File: src/rtl/mem_arb_pkg.sv
// Shared definitions for the memory-port arbiter.
// Contents: default widths/timeout, FSM state encoding, last-grant
// encoding and the round-robin grant selection helper.
package mem_arb_pkg;

    localparam int DEF_DW      = 32;
    localparam int DEF_AW      = 32;
    localparam int DEF_TIMEOUT = 15;

    typedef enum logic [1:0] {
        ST_IDLE  = 2'd0,
        ST_FETCH = 2'd1,
        ST_DATA  = 2'd2
    } arb_state_t;

    typedef enum logic {
        GRANT_FETCH = 1'b0,
        GRANT_DATA  = 1'b1
    } grant_t;

    // Choose the requester to serve; on contention the one not served last wins.
    function automatic grant_t pick_grant(input logic if_req_in,
                                          input logic d_req_in,
                                          input grant_t last);
        grant_t g;
        if (if_req_in && d_req_in) begin
            g = (last == GRANT_FETCH) ? GRANT_DATA : GRANT_FETCH;
        end else if (d_req_in) begin
            g = GRANT_DATA;
        end else begin
            g = GRANT_FETCH;
        end
        return g;
    endfunction

endpackage

File: src/rtl/mem_port_arbiter_wait_timer.sv
// wait_timer: 8-bit wait-cycle counter for one memory access.
// Ports:
//   clk, reset   - clock, asynchronous active-low reset
//   i_clear      - return the count to zero (wins over i_en)
//   i_en         - advance the count by one
//   o_expired    - count currently equals TIMEOUT
module wait_timer
    import mem_arb_pkg::*;
#(
    parameter int TIMEOUT = DEF_TIMEOUT
) (
    input  logic clk,
    input  logic reset,
    input  logic i_clear,
    input  logic i_en,
    output logic o_expired
);

    localparam logic [7:0] LIMIT = 8'(TIMEOUT);

    logic [7:0] r_count;

    // Wait-cycle counter register.
    always_ff @(posedge clk or negedge reset) begin
        if (!reset) begin
            r_count <= 8'd0;
        end else if (i_clear) begin
            r_count <= 8'd0;
        end else if (i_en) begin
            r_count <= r_count + 8'd1;
        end else begin
            r_count <= r_count;
        end
    end

    assign o_expired = (r_count == LIMIT);

endmodule

File: src/rtl/mem_port_arbiter.sv
// mem_port_arbiter: shares one memory port between an instruction-fetch
// requester and a data load/store requester.
// Ports:
//   clk, reset                        - clock, asynchronous active-low reset
//   if_req, if_addr                   - fetch request (level, held until if_done)
//   d_req, d_we, d_addr, d_wdata      - data request (level, held until d_done)
//   if_done, d_done                   - one-cycle completion pulses
//   rdata                             - data of the last completed read
//   mem_en, mem_we, mem_addr,
//   mem_wdata                         - memory port command (registered)
//   mem_rdata, mem_ready              - memory read data and access-complete
//   err                               - sticky timeout flag
module mem_port_arbiter
    import mem_arb_pkg::*;
#(
    parameter int DW      = DEF_DW,
    parameter int AW      = DEF_AW,
    parameter int TIMEOUT = DEF_TIMEOUT
) (
    input  logic          clk,
    input  logic          reset,
    input  logic          if_req,
    input  logic [AW-1:0] if_addr,
    input  logic          d_req,
    input  logic          d_we,
    input  logic [AW-1:0] d_addr,
    input  logic [DW-1:0] d_wdata,
    output logic          if_done,
    output logic          d_done,
    output logic [DW-1:0] rdata,
    output logic          mem_en,
    output logic          mem_we,
    output logic [AW-1:0] mem_addr,
    output logic [DW-1:0] mem_wdata,
    input  logic [DW-1:0] mem_rdata,
    input  logic          mem_ready,
    output logic          err
);

    arb_state_t    r_state;
    arb_state_t    w_next_state;
    grant_t        r_last_grant;
    grant_t        w_sel;
    logic          w_grant;
    logic          w_finish;
    logic          w_timeout;
    logic          w_timer_clear;
    logic          w_timer_en;
    logic          w_expired;

    logic          r_if_done;
    logic          r_d_done;
    logic [DW-1:0] r_rdata;
    logic          r_mem_en;
    logic          r_mem_we;
    logic [AW-1:0] r_mem_addr;
    logic [DW-1:0] r_mem_wdata;
    logic          r_err;

    wait_timer #(.TIMEOUT(TIMEOUT)) u_wait_timer (
        .clk       (clk),
        .reset     (reset),
        .i_clear   (w_timer_clear),
        .i_en      (w_timer_en),
        .o_expired (w_expired)
    );

    // State register.
    always_ff @(posedge clk or negedge reset) begin
        if (!reset) begin
            r_state <= ST_IDLE;
        end else begin
            r_state <= w_next_state;
        end
    end

    // Next-state decode: grant in IDLE, completion/timeout in FETCH/DATA.
    always_comb begin
        w_next_state  = r_state;
        w_sel         = GRANT_FETCH;
        w_grant       = 1'b0;
        w_finish      = 1'b0;
        w_timeout     = 1'b0;
        w_timer_clear = 1'b0;
        w_timer_en    = 1'b0;
        case (r_state)
            ST_IDLE: begin
                // A done pulse still visible means the requester has not yet
                // had a chance to drop its request; hold off one cycle.
                if (!r_if_done && !r_d_done && (if_req || d_req)) begin
                    w_grant       = 1'b1;
                    w_sel         = pick_grant(if_req, d_req, r_last_grant);
                    w_next_state  = (w_sel == GRANT_DATA) ? ST_DATA : ST_FETCH;
                    w_timer_clear = 1'b1;
                end else begin
                    w_next_state  = ST_IDLE;
                end
            end
            ST_FETCH, ST_DATA: begin
                // Ready is checked before the limit so ready on the last
                // allowed cycle still counts as success.
                if (mem_ready) begin
                    w_finish      = 1'b1;
                    w_timer_clear = 1'b1;
                    w_next_state  = ST_IDLE;
                end else if (w_expired) begin
                    w_finish      = 1'b1;
                    w_timeout     = 1'b1;
                    w_timer_clear = 1'b1;
                    w_next_state  = ST_IDLE;
                end else begin
                    w_timer_en    = 1'b1;
                end
            end
            default: begin
                w_next_state  = ST_IDLE;
                w_timer_clear = 1'b1;
            end
        endcase
    end

    // Output registers: command latch at grant, completion side effects at finish.
    always_ff @(posedge clk or negedge reset) begin
        if (!reset) begin
            r_if_done    <= 1'b0;
            r_d_done     <= 1'b0;
            r_rdata      <= '0;
            r_mem_en     <= 1'b0;
            r_mem_we     <= 1'b0;
            r_mem_addr   <= '0;
            r_mem_wdata  <= '0;
            r_err        <= 1'b0;
            r_last_grant <= GRANT_FETCH;
        end else begin
            r_if_done <= 1'b0;
            r_d_done  <= 1'b0;
            if (w_grant) begin
                r_mem_en     <= 1'b1;
                r_last_grant <= w_sel;
                if (w_sel == GRANT_DATA) begin
                    r_mem_we    <= d_we;
                    r_mem_addr  <= d_addr;
                    r_mem_wdata <= d_wdata;
                end else begin
                    r_mem_we    <= 1'b0;
                    r_mem_addr  <= if_addr;
                    r_mem_wdata <= '0;
                end
            end else if (w_finish) begin
                r_mem_en <= 1'b0;
                r_mem_we <= 1'b0;
                if (r_state == ST_DATA) begin
                    r_d_done <= 1'b1;
                end else begin
                    r_if_done <= 1'b1;
                end
                if (w_timeout) begin
                    r_err <= 1'b1;
                end else if (!r_mem_we) begin
                    r_rdata <= mem_rdata;
                end else begin
                    r_rdata <= r_rdata;
                end
            end else begin
                r_mem_en <= r_mem_en;
            end
        end
    end

    assign if_done   = r_if_done;
    assign d_done    = r_d_done;
    assign rdata     = r_rdata;
    assign mem_en    = r_mem_en;
    assign mem_we    = r_mem_we;
    assign mem_addr  = r_mem_addr;
    assign mem_wdata = r_mem_wdata;
    assign err       = r_err;

endmodule

File: config.mk
export PLATFORM = sky130hd
export DESIGN_NAME = mem_port_arbiter
export DESIGN_NICKNAME = d
export VERILOG_FILES = /design/src/rtl/mem_arb_pkg.sv /design/src/rtl/mem_port_arbiter_wait_timer.sv /design/src/rtl/mem_port_arbiter.sv
export SDC_FILE = /design/constraint.sdc
export NUM_CORES = 1
export LEC_CHECK = 0
export ABC_AREA = 0
export CORE_AREA = 2 2 108 110
export DETAILED_ROUTE_END_ITERATION = 6
export DIE_AREA = 0 0 110 112
export GPL_TIMING_DRIVEN = 0
export MAX_ROUTING_LAYER = met4
export PLACE_DENSITY_LB_ADDON = 0.05
export SLEW_MARGIN = 10
export SYNTH_ARGS = -nofsm -noshare
export SYNTH_HDL_FRONTEND = slang
export SYNTH_SLANG_ARGS = --single-unit
export TNS_END_PERCENT = 100
File: constraint.sdc
create_clock -name clk -period 4 [get_ports clk]
set_clock_uncertainty 0.05 [all_clocks]
set_input_delay 1.2 -clock clk [delete_from_list [all_inputs] [get_ports clk]]
set_output_delay 1.2 -clock clk [all_outputs]
set_load 0.05 [all_outputs]
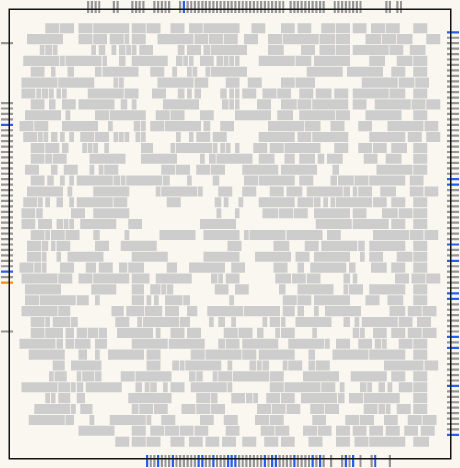
(run_1/pinout.png)
Drawn at 4 px/um. Pins as bars across the die edge, other pins in gray.
[mem_ready] orange | pins: 1 | direction: input | edge: left
[d_addr] blue | pins: 32 | direction: input | edge: 18 bottom, 11 right, 2 left, 1 top
all pins by edge: 75 right, 66 top, 58 bottom, 36 left
PortBufs: 234
die height: 112 um
DIE WIDTH: 110 um

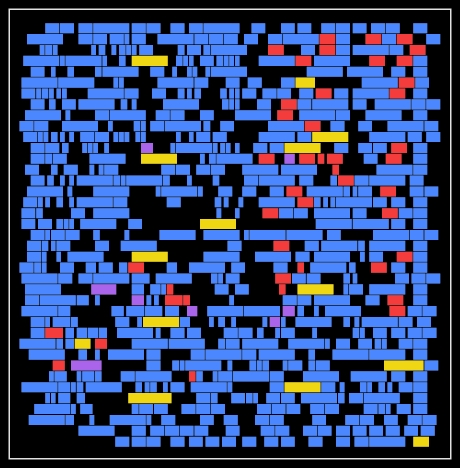
(run_1/sizing.png)
Drawn at 4 px/um.
[x3 and x4] purple | cells: 8
[x6 and larger] yellow | cells: 14
[x1 and smaller] blue | cells: 603
[x2] red | cells: 44
post-route cell area: 7570 um2
Area Growth Syn to Fin: 60.7%
setup slack after layout: 1160 ps
Signal buffers: 261

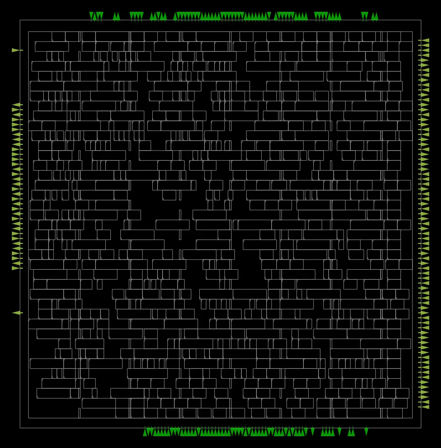
(run_1/placed.png)
FILL cells: 940
Layout Utilization: 67.7%
final std cells w/o fill: 812
Tapcell Cnt: 143
core area: 11200 um2

==> flow_metrics.env, run 1 <==
# yosys + openroad results
export IMPL_outcome="finished, final reports clean"
export IMPL_cp_cell_sequence="clkdlybuf4s50_1 > o211ai_2 > clkbuf_1 > clkbuf_1 > o21ai_0"
export IMPL_firstDrtPassIters=4
export IMPL_seqCellArea_um2=2800
export IMPL_cellLeakagePower_nw=3.37
export IMPL_hold_path_startpoint="mem_wdata[30]"
export IMPL_busiest_layer="met2"
export IMPL_adder_share_pct=1.06
export IMPL_synth_nets=556
export IMPL_holdBufCountCts=0
export IMPL_synth_dominant_cell_count="dfrtp_1"
export IMPL_cp_required_ps=4150
export IMPL_dr_max_layer_used="met4"
export IMPL_grtUsageTotal_pct=23.7
export IMPL_p_switching_mw=3.36
export IMPL_rsz0062_at_grt="false"
export IMPL_cts_setup_buffers=0
export IMPL_min_path_type="register to register"
export IMPL_worst_pin_slew_ps=549
export IMPL_post_route_min_period_ps=2840
export IMPL_dp_cells=796
export IMPL_warnings=28
export IMPL_via_per_inst=4.96
export IMPL_path_delay_family="buffers and inverters"
export IMPL_dpl_hpwl_um=10700
export IMPL_n_all_inverters=2
export IMPL_ys_sh_aoi_pct=6.00
==> inputs of run 2 (changes only) <==
Settings changed: CORE_AREA 2 2 108 110 to 2 2 112 114, DIE_AREA 0 0 110 112 to 0 0 114 116.
Clock period 4 ns to 2.9 ns, I/O delays scaled along.
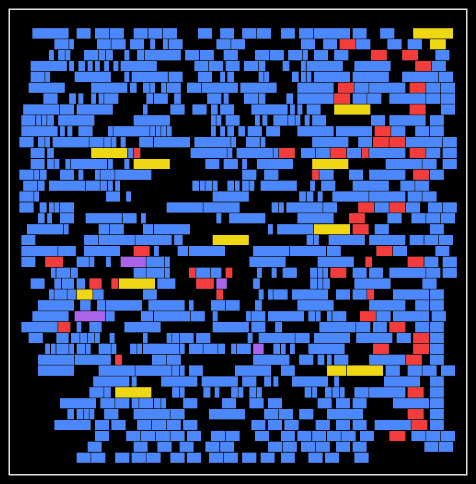
(run_2/sizing.png)
Drawn at 4 px/um.
[x3 and x4] purple | cells: 4
[x6 and larger] yellow | cells: 13
[x1 and smaller] blue | cells: 605
[x2] red | cells: 47

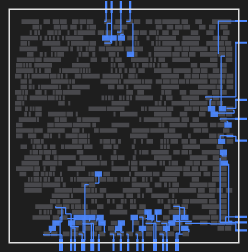
(run_2/port_trees.png)
Drawn at 2 px/um.
[d_addr] blue | bits: 32 | direction: input | edge: 20 bottom, 8 right, 4 top | end cells: 32 | buffers: 32 | wire: 679 um
# IOs: 235

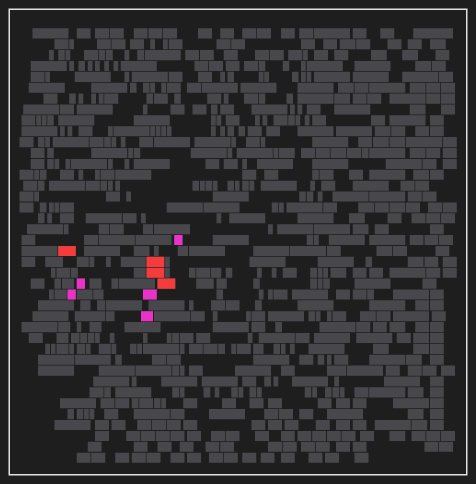
(run_2/gates.png)
Drawn at 4 px/um.
[fa/ha/maj cells] red | cells: 4
[and/or cells] magenta | cells: 5
most numerous logic cell after layout: clkdlybuf4s50_1
final std cells w/o fill: 816
Comb area share: 23.6%

==> run 2 against run 1 <==
  * Combinational power up 38%
  * Total power up 36%
  * First-iteration DRC count up 48%
  * Global-route usage down 2.3 points
  * Clock power up 24%
  * Non-clock buffer count unchanged
  * Sequential power up 37%
  * Sequential share of layout area up 0.18 points
  * Hold slack worse by 84 ps
  * Largest power group unchanged
==> flow_metrics.env, run 2 <==
# yosys + openroad results
export IMPL_holdBufCountCts=0
export IMPL_use_met2_pct=35.2
export IMPL_seq_share_pct=37.2
export IMPL_post_route_min_period_ps=2480
export IMPL_diodes=0
export IMPL_rsz0062_at_grt="false"
export IMPL_worst_pin_slew_ps=583
export IMPL_max_freq_ghz=0.402
export IMPL_firstDrtPassIters=4
export IMPL_synth_largest_area_cell="dfrtp_1"
export IMPL_cts_setup_buffers=0
export IMPL_cp_cell_sequence="clkdlybuf4s50_1"
export IMPL_synth_nets=556
export IMPL_min_path_type="input pin to asynchronous set/reset pin"
export IMPL_via_per_inst=4.81
export IMPL_path_delay_family="buffers and inverters"
export IMPL_fillers=981
export IMPL_ys_flop_type="dfrtp_1"
export IMPL_outcome="finished, final reports clean"
export IMPL_cp_required_ps=1980
export IMPL_dpl_hpwl_um=10500
export IMPL_setup_ws_ps=415
export IMPL_nWellTaps=147
export IMPL_stdcell_area_um2=7530
export IMPL_fin_util_pct=63.2
export IMPL_cts_resized_gates=0
export IMPL_cellLeakagePower_nw=3.36
export IMPL_cts_tree="yes"
export IMPL_n_all_inverters=2
export IMPL_post_place_ws_ps=-18.5
export IMPL_combPwrFrac_pct=59.9
export IMPL_adder_share_pct=1.06
export IMPL_p_switching_mw=4.58
export IMPL_warnings=28
export IMPL_finalSetupTns_ps=0
export IMPL_n_all_buffers=261
export IMPL_finalSetupViolations=0
export IMPL_grtUsageTotal_pct=21.4
export IMPL_core_um2=11900
export IMPL_logic_area_um2=1780
export IMPL_area_growth_pct=59.9
export IMPL_ys_sh_aoi_pct=6.00
export IMPL_dr_max_layer_used="met4"
export IMPL_busiest_layer="met2"
export IMPL_dieHeight_um=116
export IMPL_die_width_um=114
export IMPL_seqCellArea_um2=2800
export IMPL_portBuffers=234
==> inputs of run 3 (changes only) <==
Settings changed: CAP_MARGIN set to 40.
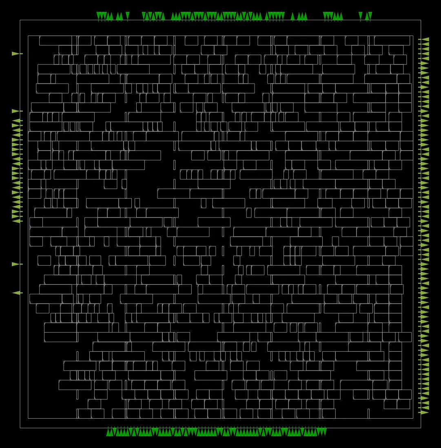
(run_3/placed.png)
Layout Utilization: 63.2%
Tapcell Cnt: 147
Flops: 112
row count: 40
core area: 11900 um2

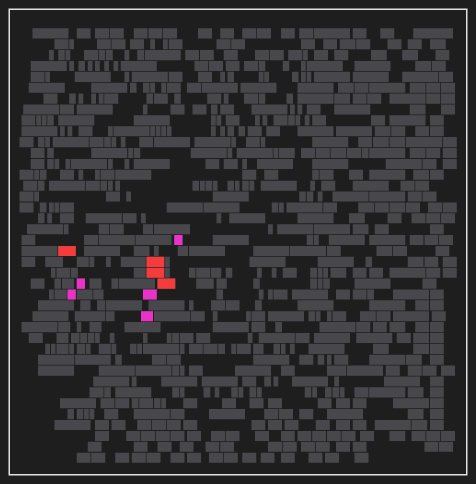
(run_3/gates.png)
Drawn at 4 px/um.
[and/or cells] magenta | cells: 5
[fa/ha/maj cells] red | cells: 4

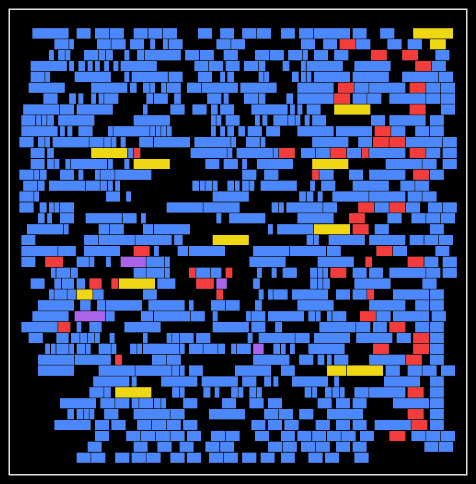
(run_3/sizing.png)
Drawn at 4 px/um.
[x3 and x4] purple | cells: 4
[x6 and larger] yellow | cells: 13
[x1 and smaller] blue | cells: 605
[x2] red | cells: 47
setup slack after layout: 415 ps
post-route cell area: 7530 um2
Area Growth Syn to Fin: 59.9%

==> run 3 against run 2 <==
  * Count of clock-buffer cells in the layout did not move
  * Critical endpoint unchanged
  * Routed wire length did not move
  * Total power did not move
==> flow_metrics.env, run 3 <==
# yosys + openroad results
export IMPL_warnings=28
export IMPL_ys_flop_type="dfrtp_1"
export IMPL_worst_pin_slew_ps=583
export IMPL_synth_nets=556
export IMPL_combPwrFrac_pct=59.9
export IMPL_cts_resized_gates=0
export IMPL_portBuffers=234
export IMPL_instances_no_fill=816
export IMPL_p_switching_mw=4.58
export IMPL_path_delay_family="buffers and inverters"
export IMPL_comb_share_pct=23.6
export IMPL_max_freq_ghz=0.402
export IMPL_use_met2_pct=35.2
export IMPL_dieHeight_um=116
export IMPL_dp_cells=800
export IMPL_finalSetupViolations=0
export IMPL_seq_share_pct=37.2
export IMPL_dpl_hpwl_um=10500
export IMPL_logic_area_um2=1780
export IMPL_outcome="finished, final reports clean"
export IMPL_lay_top_count="clkdlybuf4s50_1"
export IMPL_synth_dominant_cell_count="dfrtp_1"
export IMPL_via_per_inst=4.81
export IMPL_die_width_um=114
export IMPL_grtUsageTotal_pct=21.4
export IMPL_cts_tree="yes"
export IMPL_n_all_inverters=2
export IMPL_dr_max_layer_used="met4"
Power figures rest on the tool's default switching activity, not on a simulated workload.
